M1 wires:
Bar = 50 um.
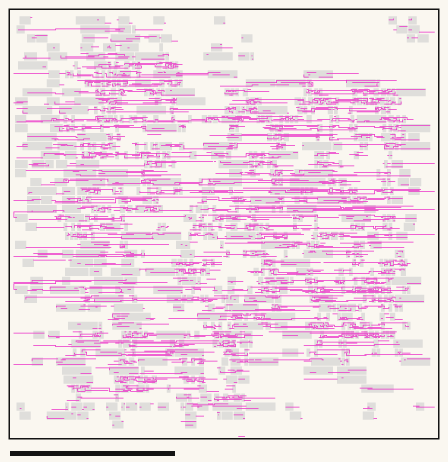
M2 wires:
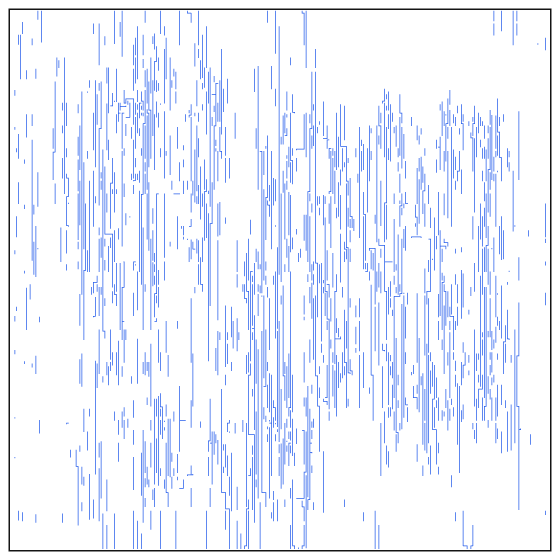
The metal 3 layer:
Bar = 50 um.
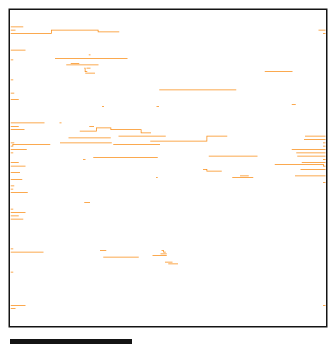
Clock wiring as the flow saved it:
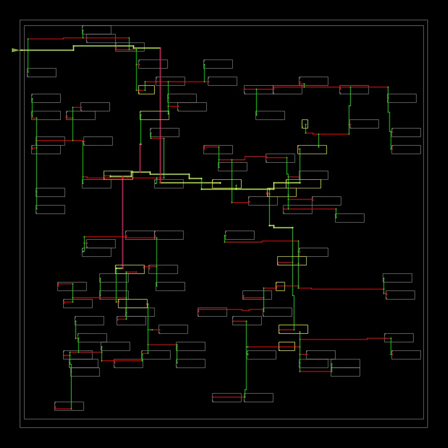
## src/rtl/ram_dma.sv

```systemverilog
`default_nettype none
// ============================================================================
//  Module      : ram_dma
//  Description : Bus initiator for a single-port synchronous RAM.
//                LOAD copies a valid/ready byte stream into RAM[base..];
//                DUMP reads RAM[base..] out as a valid/ready stream,
//                hiding the one-cycle read latency with a 2-entry FIFO.
//  Revision    : 1.0 - initial release
// ============================================================================
module ram_dma #(
   parameter int DATA_WIDTH    = 8,
   parameter int DEPTH         = 16384,
   parameter int ADDRESS_WIDTH = $clog2(DEPTH)
) (
   input  logic                     clk,
   input  logic                     resetn,
   input  logic                     start,
   input  logic                     mode,
   input  logic [ADDRESS_WIDTH-1:0] base,
   input  logic [ADDRESS_WIDTH:0]   len,
   input  logic                     abort,
   output logic                     busy,
   output logic                     done,
   input  logic [DATA_WIDTH-1:0]    s_data,
   input  logic                     s_valid,
   output logic                     s_ready,
   output logic [DATA_WIDTH-1:0]    m_data,
   output logic                     m_valid,
   input  logic                     m_ready,
   output logic                     ram_we,
   output logic [ADDRESS_WIDTH-1:0] ram_add,
   output logic [DATA_WIDTH-1:0]    ram_din,
   input  logic [DATA_WIDTH-1:0]    ram_dout
);

   localparam logic [1:0] ST_IDLE = 2'd0;
   localparam logic [1:0] ST_LOAD = 2'd1;
   localparam logic [1:0] ST_DUMP = 2'd2;

   // Explicit wrap point so a non-power-of-two DEPTH still wraps correctly
   localparam logic [ADDRESS_WIDTH-1:0] LAST_ADDR = ADDRESS_WIDTH'(DEPTH - 1);
   localparam logic [ADDRESS_WIDTH-1:0] ONE_ADDR  = 1;
   localparam logic [ADDRESS_WIDTH:0]   ONE_CNT   = 1;

   logic [1:0]               state_q, state_d;
   logic [ADDRESS_WIDTH-1:0] addr_q, addr_d;
   logic [ADDRESS_WIDTH:0]   reads_q, reads_d;   // DUMP reads still to issue
   logic [ADDRESS_WIDTH:0]   beats_q, beats_d;   // transfers still to complete
   logic [DATA_WIDTH-1:0]    fifo0_q, fifo0_d;   // FIFO head
   logic [DATA_WIDTH-1:0]    fifo1_q, fifo1_d;
   logic [1:0]               cnt_q, cnt_d;       // FIFO occupancy 0..2
   logic                     inflight_q, inflight_d;
   logic                     done_q, done_d;
   logic [ADDRESS_WIDTH-1:0] ram_add_q, ram_add_d;

   logic                     in_load;
   logic                     in_dump;
   logic                     wr_fire;
   logic                     rd_fire;
   logic                     pop;
   logic [2:0]               occ;
   logic [1:0]               cnt_after_pop;
   logic [ADDRESS_WIDTH-1:0] addr_inc;

   // Handshake strobes, read-issue decision and the RAM/stream port drive
   always_comb begin
      in_load       = (state_q == ST_LOAD);
      in_dump       = (state_q == ST_DUMP);
      busy          = in_load | in_dump;
      s_ready       = in_load;
      wr_fire       = in_load & s_valid;
      m_valid       = (cnt_q != 2'd0);
      m_data        = fifo0_q;
      done          = done_q;
      pop           = m_valid & m_ready;
      cnt_after_pop = cnt_q - {1'b0, pop};
      // Slots committed after this cycle's pop; a new read needs one free
      occ           = {1'b0, cnt_after_pop} + {2'b00, inflight_q};
      rd_fire       = in_dump & (reads_q != '0) & (occ < 3'd2);
      addr_inc      = (addr_q == LAST_ADDR) ? '0 : addr_q + ONE_ADDR;
      ram_we        = wr_fire;
      ram_din       = s_data;
      // Address only moves when a transfer uses it; otherwise it parks
      ram_add       = (wr_fire | rd_fire) ? addr_q : ram_add_q;
   end

   // Next-state: command acceptance, transfer bookkeeping, FIFO and abort
   always_comb begin
      state_d    = state_q;
      addr_d     = addr_q;
      reads_d    = reads_q;
      beats_d    = beats_q;
      fifo0_d    = fifo0_q;
      fifo1_d    = fifo1_q;
      cnt_d      = cnt_q;
      inflight_d = inflight_q;
      done_d     = 1'b0;
      ram_add_d  = ram_add;

      case (state_q)
         ST_IDLE: begin
            if (start) begin
               if (len == '0) begin
                  done_d = 1'b1;
               end else begin
                  state_d = mode ? ST_DUMP : ST_LOAD;
                  addr_d  = base;
                  reads_d = len;
                  beats_d = len;
               end
            end
         end

         ST_LOAD: begin
            if (wr_fire) begin
               addr_d  = addr_inc;
               beats_d = beats_q - ONE_CNT;
               if (beats_q == ONE_CNT) begin
                  state_d = ST_IDLE;
                  done_d  = 1'b1;
               end
            end
         end

         ST_DUMP: begin
            if (rd_fire) begin
               addr_d  = addr_inc;
               reads_d = reads_q - ONE_CNT;
            end
            inflight_d = rd_fire;
            if (pop) begin
               fifo0_d = fifo1_q;
            end
            // Returning read data lands in the first free slot after the pop
            if (inflight_q) begin
               if (cnt_after_pop == 2'd0) begin
                  fifo0_d = ram_dout;
               end else begin
                  fifo1_d = ram_dout;
               end
            end
            cnt_d = cnt_after_pop + {1'b0, inflight_q};
            if (pop) begin
               beats_d = beats_q - ONE_CNT;
               if (beats_q == ONE_CNT) begin
                  state_d = ST_IDLE;
                  done_d  = 1'b1;
               end
            end
         end

         default: begin
            state_d = ST_IDLE;
         end
      endcase

      // Abort overrides everything, including a final transfer this cycle
      if (busy && abort) begin
         state_d    = ST_IDLE;
         done_d     = 1'b0;
         cnt_d      = 2'd0;
         inflight_d = 1'b0;
      end
   end

   // State registers with asynchronous active-low reset
   always_ff @(posedge clk or negedge resetn) begin
      if (!resetn) begin
         state_q    <= ST_IDLE;
         addr_q     <= '0;
         reads_q    <= '0;
         beats_q    <= '0;
         fifo0_q    <= '0;
         fifo1_q    <= '0;
         cnt_q      <= 2'd0;
         inflight_q <= 1'b0;
         done_q     <= 1'b0;
         ram_add_q  <= '0;
      end else begin
         state_q    <= state_d;
         addr_q     <= addr_d;
         reads_q    <= reads_d;
         beats_q    <= beats_d;
         fifo0_q    <= fifo0_d;
         fifo1_q    <= fifo1_d;
         cnt_q      <= cnt_d;
         inflight_q <= inflight_d;
         done_q     <= done_d;
         ram_add_q  <= ram_add_d;
      end
   end

endmodule
`default_nettype wire
```

## config.mk

```make
export PLATFORM = sky130hd
export DESIGN_NAME = ram_dma
export DESIGN_NICKNAME = d
export VERILOG_FILES = /design/src/rtl/ram_dma.sv
export SDC_FILE = /design/constraint.sdc
export NUM_CORES = 1
export LEC_CHECK = 0
export ABC_AREA = 1
export CAP_MARGIN = 20
export CORE_UTILIZATION = 31
export DETAILED_ROUTE_END_ITERATION = 16
export GPL_TIMING_DRIVEN = 0
export PLACE_DENSITY_LB_ADDON = 0.08
export SYNTH_ARGS = -nofsm -noshare
export SYNTH_HDL_FRONTEND = slang
export SYNTH_SLANG_ARGS = --single-unit
export TNS_END_PERCENT = 100
```

## constraint.sdc

```tcl
create_clock -name clk -period 2.2 [get_ports clk]
set_input_delay 0.44 -clock clk [delete_from_list [all_inputs] [get_ports clk]]
set_output_delay 0.44 -clock clk [all_outputs]
set_load 0.02 [all_outputs]
```

==> results.sh <==
# source this file to load flow results
export IMPL_violations="setup timing"
export IMPL_comb_area_um2=2840
export IMPL_vdd_drop_max_mv=0.967
export IMPL_relSlewSlack_pct=57.8
export IMPL_drive_gt1_share_pct=14.7
export IMPL_timing_final_crit_period_ns=2.50
export IMPL_drc=0
export IMPL_fp_dieW_um=130
export IMPL_switching_share_pct=47.1
export IMPL_wl_per_cell_um=14.6
export IMPL_finalNetCount=900
export IMPL_die_h_um=130
export IMPL_logic_gates=543
export IMPL_p_leak_nw=3.34
export IMPL_root_buffer="clkbuf_16"
export IMPL_final_area_um2=6890
export IMPL_placed_area_um2=6130
export IMPL_taps=216
export IMPL_setup_viol_count_final=14
export IMPL_grt_antenna_before_repair=0
export IMPL_final_core_util_pct=43.4
export IMPL_critical_path_required_ns=1.76
export IMPL_sh_seq_area_pct=29.1
export IMPL_status="finished, violations left"
export IMPL_maxCapViolations=0
export IMPL_criticalPathCategory="flip-flop to primary output"
export IMPL_first_pass_iters=4
export IMPL_comb_share_pct=41.2
export IMPL_maxSlewViolCount=0
export IMPL_async_flop_share_pct=100
export IMPL_top_cell="nand2_1"
export IMPL_nNonClkBuffers=120
export IMPL_core_um2=15900
export IMPL_rows=46
export IMPL_clk_path_buf_depth=2
export IMPL_arrival_ns=2.06
export IMPL_p_int_mw=5.63
export IMPL_timing_hold_ws_ns=0.0688
export IMPL_worst_slack_ns=-0.298
export IMPL_regArea_um2=2000
export IMPL_ys_chip_area_um2=5050
export IMPL_ys_seq_share_pct=39.6
export IMPL_grt_usage_pct=19.4
export IMPL_gp_congestion=0.906
export IMPL_topCellsByArea="dfrtp_1 (40%), nand2_1 (19%), nand3_1 (7.8%)"
export IMPL_place_ws_ns=-1.23
export IMPL_top_area_share_pct=39.6
export IMPL_ys_types=31
export IMPL_power_total_mw=10.6
export IMPL_portBuffers=78
export IMPL_placed_cells=1032
## Picture notes: 'M1 wires'
805 nets have wire on it. The longest straight run is 40.0 um.

## Picture notes: 'M2 wires'
The longest straight run is 59.5 um. 709 nets have wire on it. The wires run mostly vertical. The layer holds 48% of the routed length. The layer carries 7350 um of wire.
final wirelength: 15400 um
met2 Resource Use GR: 32.0%
routed via count: 5037

## Picture notes: 'the metal 3 layer'
The layer carries 627 um of wire. 71 nets have wire on it. The longest straight run is 31.3 um.
GRT met3 Usage: 2.73%

## Picture notes: 'clock wiring as the flow saved it'
clock sinks: 80
Flop Count: 80
clk_skew: 0.00629 ns
Worst-Skew Late Latency: 0.34 ns

registers in the layout, indices dropped and copies added, names as in the netlist:
register and count:
fifo1_q 8, ram_add_q 14, inflight_q 1, m_data 8, done 1, cnt_q 2
addr_q 14, reads_q 15, beats_q 15, state_q 2
power by group through the flow:
stage,Sequential [mW],Clock [mW],Combinational (mW)
global placement,2.77,0,5.30
floorplan,2.73,0,3.56
finish,2.84,1.53,6.27
CTS,2.83,1.57,6.25
detailed placement,2.78,0,5.37
global route,2.93,1.62,7.00
worst reg2reg max path, stage by stage (launching register included):
cell and delay (ns):
dfrtp_1 0.41, inv_1 0.10, ha_1 0.28, clkbuf_1 0.44, buf_2 0.33, o2111ai_1 0.15, a21oi_1 0.24
cell families after synthesis:
kind of cell	Yosys count	share of synthesized area [%]
buf+inv	114	10.1
fa+ha+maj	10	2.48
xor+xnor	11	1.91
simple gates	430	35.9
flops	80	39.6
compound gates	92	9.96
per-layer routing:
metal  track usage [%]  routed length, um  vias up
met3              2.73                626       14
met2              32.0               7350      110
met4              6.09                183        0
met1              26.1               7280     2384
met5                 0                  0        -
li1                  -                  -     2529
cells in the final DEF, fill, tap and decap left out, drive strengths merged, types with 8 or more instances in the layout:
cell,Yosys,routed
nand2,257,257
inv,84,84
nor2,81,81
dfrtp,80,80
nand3,80,80
clkdlybuf4s50,0,60
o21ai,59,59
buf,20,46
clkbuf,10,22
a21oi,18,18
ha,10,10
o211ai,9,9
xor2,9,9
nand4,8,8
what timing repair did:
action                                  4_1_cts  5_1_grt
gates resized                               166        6
endpoints found under the setup margin       33       33
buffers inserted                              7        2
gates cloned                                  2        0
pin swaps                                    16        4
Power figures rest on the tool's default switching activity, not on a simulated workload.
